## src/rtl/definitions_pkg.sv

```systemverilog
// Shared memory-access types and helpers for the memory request path.
// Used by the alignment front end and the array port interface.
package definitions;

    typedef enum logic [1:0] {
        BYTE = 2'd0,
        HALF = 2'd1,
        WORD = 2'd2
    } mem_access_size_t;

    typedef enum logic {
        IDLE  = 1'b0,
        SPLIT = 1'b1
    } mem_align_state_t;

    function automatic logic [2:0] mem_size_bytes(
        input mem_access_size_t size
    );
        case (size)
            HALF:    return 3'd2;
            WORD:    return 3'd4;
            default: return 3'd1;
        endcase
    endfunction

    function automatic logic mem_is_aligned(
        input logic [1:0]       addr_lo,
        input mem_access_size_t size
    );
        case (size)
            BYTE:    return 1'b1;
            HALF:    return ~addr_lo[0];
            default: return addr_lo == 2'b00;
        endcase
    endfunction

    function automatic logic [31:0] mem_load_extend(
        input logic [31:0]      data,
        input mem_access_size_t size,
        input logic             sgn
    );
        case (size)
            BYTE:    return {{24{sgn & data[7]}}, data[7:0]};
            HALF:    return {{16{sgn & data[15]}}, data[15:0]};
            default: return data;
        endcase
    endfunction

endpackage

```

## src/rtl/mem_array_if.sv

```systemverilog
// Port toward the memory array; read data is combinational on the
// same cycle as the read address.
interface mem_array_if;
    import definitions::*;

    logic [31:0]      rd_addr;
    mem_access_size_t rd_size;
    logic [31:0]      rd_data;
    logic             wr_enable;
    logic [31:0]      wr_addr;
    mem_access_size_t wr_size;
    logic [31:0]      wr_data;

    modport slave (
        output rd_addr, rd_size,
        output wr_enable, wr_addr, wr_size, wr_data,
        input  rd_data
    );

    modport master (
        input  rd_addr, rd_size,
        input  wr_enable, wr_addr, wr_size, wr_data,
        output rd_data
    );

endinterface

```

## src/rtl/mem_align_unit.sv

```systemverilog
// Memory request front end: aligned accesses pass through in one cycle,
// misaligned ones are split into byte accesses and reassembled.
module mem_align_unit
    import definitions::*;
(
    input  logic             clk_i,
    input  logic             reset_i,
    input  logic             req_valid_i,
    output logic             req_ready_o,
    input  logic             req_write_i,
    input  logic [31:0]      req_addr_i,
    input  mem_access_size_t req_size_i,
    input  logic             req_signed_i,
    input  logic [31:0]      req_data_i,
    output logic             resp_valid_o,
    output logic [31:0]      resp_data_o,
    mem_array_if.slave       memif
);

    mem_align_state_t state_q, state_d;

    logic [1:0]       idx_q;
    logic [31:0]      addr_q;
    mem_access_size_t size_q;
    logic             write_q;
    logic             signed_q;
    logic [31:0]      data_q;
    logic [31:0]      acc_q, acc_d;

    logic             aligned;
    logic             last;
    logic [7:0]       rd_byte;

    logic             acc_en;
    logic             acc_write;
    logic [31:0]      acc_addr;
    mem_access_size_t acc_size;
    logic [31:0]      acc_data;

    assign req_ready_o = (state_q == IDLE);
    assign aligned     = mem_is_aligned(req_addr_i[1:0], req_size_i);
    assign last        = ({1'b0, idx_q} == mem_size_bytes(size_q) - 3'd1);
    assign rd_byte     = memif.rd_data[7:0];

    always_comb begin
        state_d   = state_q;
        acc_d     = acc_q;
        acc_en    = 1'b0;
        acc_write = 1'b0;
        acc_addr  = 32'h0;
        acc_size  = WORD;
        acc_data  = 32'h0;
        unique case (state_q)
            IDLE: begin
                if (req_valid_i) begin
                    acc_en    = 1'b1;
                    acc_write = req_write_i;
                    acc_addr  = req_addr_i;
                    if (aligned) begin
                        acc_size = req_size_i;
                        acc_data = req_data_i;
                    end else begin
                        acc_size = BYTE;
                        acc_data = {24'h0, req_data_i[7:0]};
                        state_d  = SPLIT;
                        if (!req_write_i)
                            acc_d = {24'h0, rd_byte};
                    end
                end
            end
            SPLIT: begin
                acc_en    = 1'b1;
                acc_write = write_q;
                acc_addr  = addr_q + {30'h0, idx_q};
                acc_size  = BYTE;
                acc_data  = {24'h0, data_q[{idx_q, 3'b000} +: 8]};
                if (!write_q)
                    acc_d[{idx_q, 3'b000} +: 8] = rd_byte;
                if (last)
                    state_d = IDLE;
            end
            default: state_d = IDLE;
        endcase
    end

    // Only one side of the port is active; the other sits at idle values.
    always_comb begin
        memif.rd_addr   = 32'h0;
        memif.rd_size   = WORD;
        memif.wr_enable = 1'b0;
        memif.wr_addr   = 32'h0;
        memif.wr_size   = WORD;
        memif.wr_data   = 32'h0;
        if (acc_en && acc_write) begin
            memif.wr_enable = 1'b1;
            memif.wr_addr   = acc_addr;
            memif.wr_size   = acc_size;
            memif.wr_data   = acc_data;
        end else if (acc_en) begin
            memif.rd_addr = acc_addr;
            memif.rd_size = acc_size;
        end
    end

    always_ff @(posedge clk_i or posedge reset_i) begin
        if (reset_i)
            state_q <= IDLE;
        else
            state_q <= state_d;
    end

    always_ff @(posedge clk_i or posedge reset_i) begin
        if (reset_i) begin
            idx_q        <= 2'd0;
            addr_q       <= 32'h0;
            size_q       <= WORD;
            write_q      <= 1'b0;
            signed_q     <= 1'b0;
            data_q       <= 32'h0;
            acc_q        <= 32'h0;
            resp_valid_o <= 1'b0;
            resp_data_o  <= 32'h0;
        end else begin
            resp_valid_o <= 1'b0;
            acc_q        <= acc_d;
            unique case (state_q)
                IDLE: begin
                    if (req_valid_i && aligned) begin
                        resp_valid_o <= 1'b1;
                        resp_data_o  <= req_write_i ? 32'h0 :
                            mem_load_extend(memif.rd_data,
                                            req_size_i,
                                            req_signed_i);
                    end else if (req_valid_i) begin
                        addr_q   <= req_addr_i;
                        size_q   <= req_size_i;
                        write_q  <= req_write_i;
                        signed_q <= req_signed_i;
                        data_q   <= req_data_i;
                        idx_q    <= 2'd1;
                    end
                end
                SPLIT: begin
                    if (last) begin
                        idx_q        <= 2'd0;
                        resp_valid_o <= 1'b1;
                        resp_data_o  <= write_q ? 32'h0 :
                            mem_load_extend(acc_d, size_q, signed_q);
                    end else begin
                        idx_q <= idx_q + 2'd1;
                    end
                end
                default: idx_q <= 2'd0;
            endcase
        end
    end

endmodule

```

## src/flat_wrapper.sv

```systemverilog
// flat-port wrapper written by rule: the top's interface ports become plain ports
module mem_align_unit_flat import definitions::*;
  (clk_i, reset_i, req_valid_i, req_ready_o, req_write_i, req_addr_i, req_size_i, req_signed_i, req_data_i, resp_valid_o, resp_data_o, memif_rd_addr, memif_rd_size, memif_wr_enable, memif_wr_addr, memif_wr_size, memif_wr_data, memif_rd_data);
  mem_array_if memif_i ();
  input  logic clk_i;
  input  logic reset_i;
  input  logic req_valid_i;
  output logic req_ready_o;
  input  logic req_write_i;
  input  logic [31:0] req_addr_i;
  input  mem_access_size_t req_size_i;
  input  logic req_signed_i;
  input  logic [31:0] req_data_i;
  output logic resp_valid_o;
  output logic [31:0] resp_data_o;
  output wire logic [$bits(memif_i.rd_addr)-1:0] memif_rd_addr;
  output wire logic [$bits(memif_i.rd_size)-1:0] memif_rd_size;
  output wire logic [$bits(memif_i.wr_enable)-1:0] memif_wr_enable;
  output wire logic [$bits(memif_i.wr_addr)-1:0] memif_wr_addr;
  output wire logic [$bits(memif_i.wr_size)-1:0] memif_wr_size;
  output wire logic [$bits(memif_i.wr_data)-1:0] memif_wr_data;
  input wire logic [$bits(memif_i.rd_data)-1:0] memif_rd_data;
  assign memif_rd_addr = memif_i.rd_addr;
  assign memif_rd_size = memif_i.rd_size;
  assign memif_wr_enable = memif_i.wr_enable;
  assign memif_wr_addr = memif_i.wr_addr;
  assign memif_wr_size = memif_i.wr_size;
  assign memif_wr_data = memif_i.wr_data;
  assign memif_i.rd_data = memif_rd_data;
  mem_align_unit u_core (.clk_i(clk_i), .reset_i(reset_i), .req_valid_i(req_valid_i), .req_ready_o(req_ready_o), .req_write_i(req_write_i), .req_addr_i(req_addr_i), .req_size_i(req_size_i), .req_signed_i(req_signed_i), .req_data_i(req_data_i), .resp_valid_o(resp_valid_o), .resp_data_o(resp_data_o), .memif(memif_i));
endmodule
```

## config.mk

```make
export PLATFORM = sky130hd
export DESIGN_NAME = mem_align_unit_flat
export DESIGN_NICKNAME = d
export VERILOG_FILES = /design/src/rtl/definitions_pkg.sv /design/src/rtl/mem_array_if.sv /design/src/rtl/mem_align_unit.sv /design/src/flat_wrapper.sv
export SDC_FILE = /design/constraint.sdc
export NUM_CORES = 1
export LEC_CHECK = 0
export ABC_CLOCK_PERIOD_IN_PS = 10000
export CAP_MARGIN = 15
export CORE_UTILIZATION = 50
export CTS_CLUSTER_DIAMETER = 200
export DETAILED_ROUTE_END_ITERATION = 7
export PLACE_DENSITY_LB_ADDON = 0.08
export REMOVE_ABC_BUFFERS = 1
export SLEW_MARGIN = 25
export SYNTH_ARGS = -nofsm -noshare
export SYNTH_HDL_FRONTEND = slang
export SYNTH_SLANG_ARGS = --single-unit
export TNS_END_PERCENT = 30
```

## constraint.sdc

```tcl
create_clock -name clk_i -period 10 [get_ports clk_i]
set_input_delay 1 -clock clk_i [delete_from_list [all_inputs] [get_ports clk_i]]
set_output_delay 1 -clock clk_i [all_outputs]
set_load 0.01 [all_outputs]
```

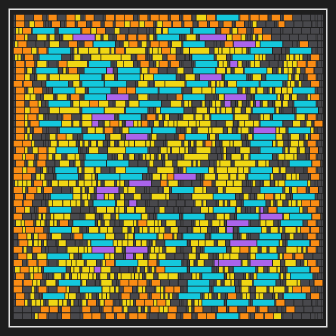
(placement by cell class)
Fill, decap, tap and diode cells in grey.
| class | colour | cells | share of their area |
|---|---|---|---|
| clock drivers and dummy loads | purple | 32 | 5.3% |
| registers | cyan | 136 | 31% |
| remaining buffers and delay cells | orange | 246 | 22% |
| remaining logic cells | yellow | 650 | 41% |

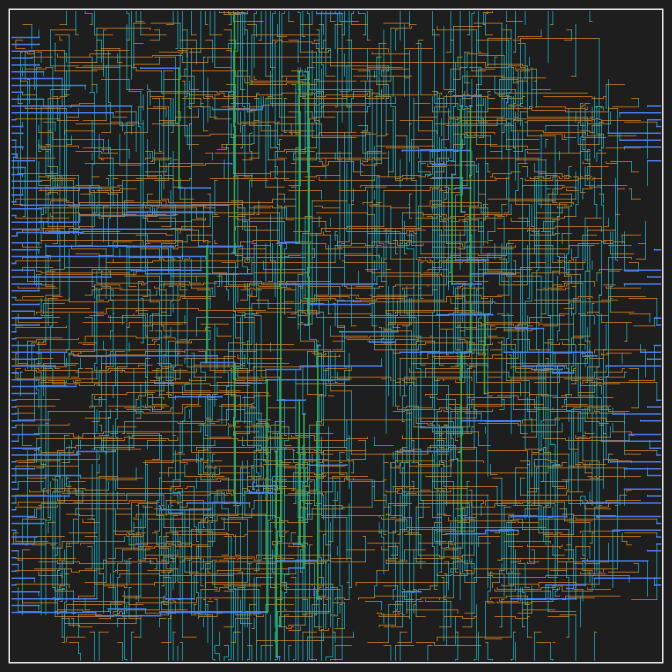
(metal layers overlaid)
| layer | colour | wire length |
|---|---|---|
| M3 | blue | 1390 um |
| M2 | cyan | 11700 um |
| M4 | green | 622 um |
| M1 | orange | 10100 um |

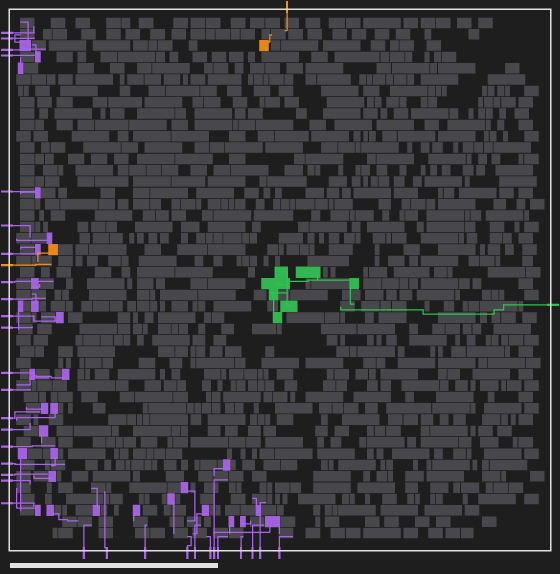
(port wiring)
The bar under the picture is 50 um long.
| port | colour | direction | edge | end cells | buffers | wire |
|---|---|---|---|---|---|---|
| memif_rd_addr | purple | output | 20 left, 12 bottom | 32 | 32 | 439 um |
| req_write_i | green | input | right | 7 | 1 | 102 um |
| memif_wr_size | orange | output | 1 top, 1 left | 2 | 2 | 23.6 um |

==> flow_metrics.tcl <==
# implementation run metrics
set metrics [dict create \
    setup_viol 0 \
    fin_skew_ns 0.007021 \
    slowest_stage "a21oi_4" \
    synth.mux.area_fraction 0.1216 \
    overflow 0 \
    hold_viol_final 0 \
    ant_nets 0 \
    synth.top_cell.area_share 0.4151 \
    drtIter0Drc 483 \
    antenna_found_initial 0 \
    area_growth_syn_to_layout_pct 37.55 \
    htree_levels 4 \
    setup.worst_path.end_class "output pin" \
    seqCellArea_mm2 0.003406 \
    grt_pass1_vias 7316 \
    die_h_um 129.6 \
    sh_seq_area 0.3043 \
    antenna_cells 0 \
    fin_area_mm2 0.01119 \
    common_cells "135 x dfrtp_1, 103 x nand2_1, 67 x o21ai_0, 56 x nor2_1, 50 x mux2_1" \
    drc 0 \
    logic_area_mm2 0.004432 \
    fmax_mhz 177.9 \
    cts_made_buffers 17 \
    yosysCellCount 845 \
    via_count 7451 \
    syn_area_mm2 0.008138 \
    insertion_delay_ns 0.43 \
    viasPerCell 5.821 \
    grt_usage 0.2905 \
    critPathMaxFanout 39 \
    num_rows 46 \
    critPathArrivalTime_ns 4.62 \
    fp_util 0.5123 \
    outcome "completed" \
    first_pass_iters 5 \
    nNonClkInverters 16 \
    drive_gt1_frac 0.08929 \
    buffers 246 \
    power.density_mw_per_mm2 275.0 \
    hpwl_um 16260 \
    fin_cells 1280 \
    largest_class "multi-input combinational cells" \
    ys_sh_aoi 0.1487 \
    ctsHoldBuffers 0 \
    cts_max_path_buffers 2 \
]
routing by layer:
metal	global-route usage	up-vias	routed length, um
li1	-	3478	-
met1	0.3662	3663	10100
met2	0.4923	268	11700
met3	0.05533	42	1392
met4	0.1149	0	622
met5	0	-	0
per-stage QoR:
step / power (mW) / setup slack [ns] / hold slack (ns)
CTS: 3.087 / 4.357 / 0.4833
floorplan: 1.785 / 4.603 / 0.4525
global route: 3.273 / 4.058 / 0.4969
detailed placement: 2.452 / 4.341 / 0.4691
global placement: 2.417 / 4.456 / 0.4616
finish: 3.078 / 4.378 / 0.4783
power by group:
group	switching, mW	internal, mW
Sequential	0.214	0.778
Combinational	0.727	0.734
Clock	0.257	0.368
worst paths after layout:
path,from,cells past startpoint,to,slack [ns]
max,req_valid_i,8,memif_rd_size[0],4.38
min,u_core.data_q[30],1,u_core.data_q[30],0.48
max reg2reg,u_core.state_q,5,u_core.resp_data_o[16],6.85
min reg2reg,u_core.data_q[30],1,u_core.data_q[30],0.48
max in group asynchronous,reset_i,3,u_core.state_q,7.72
min in group asynchronous,reset_i,2,u_core.resp_data_o[18],1.12
registers in the layout, summed over array words and instances, names as in the netlist, 2 cells and up:
name                cells
u_core.resp_data_o     32
u_core.data_q          32
u_core.acc_q           32
u_core.idx_q            2
u_core.size_q           2
u_core.addr_q          32
cells in the final DEF (no fill, tap or decap), types with 19 or more instances in the layout:
cell type	netlist	layout
a21oi_1	37	36
nor2_1	56	56
a22oi_1	36	35
nand2_1	103	103
and2_1	19	19
o21ai_0	67	67
clkdlybuf4s50_1	0	237
mux2_1	50	50
and3_1	34	34
dfrtp_1	135	134
No activity file was given, so power comes from the tool's default toggle rates.
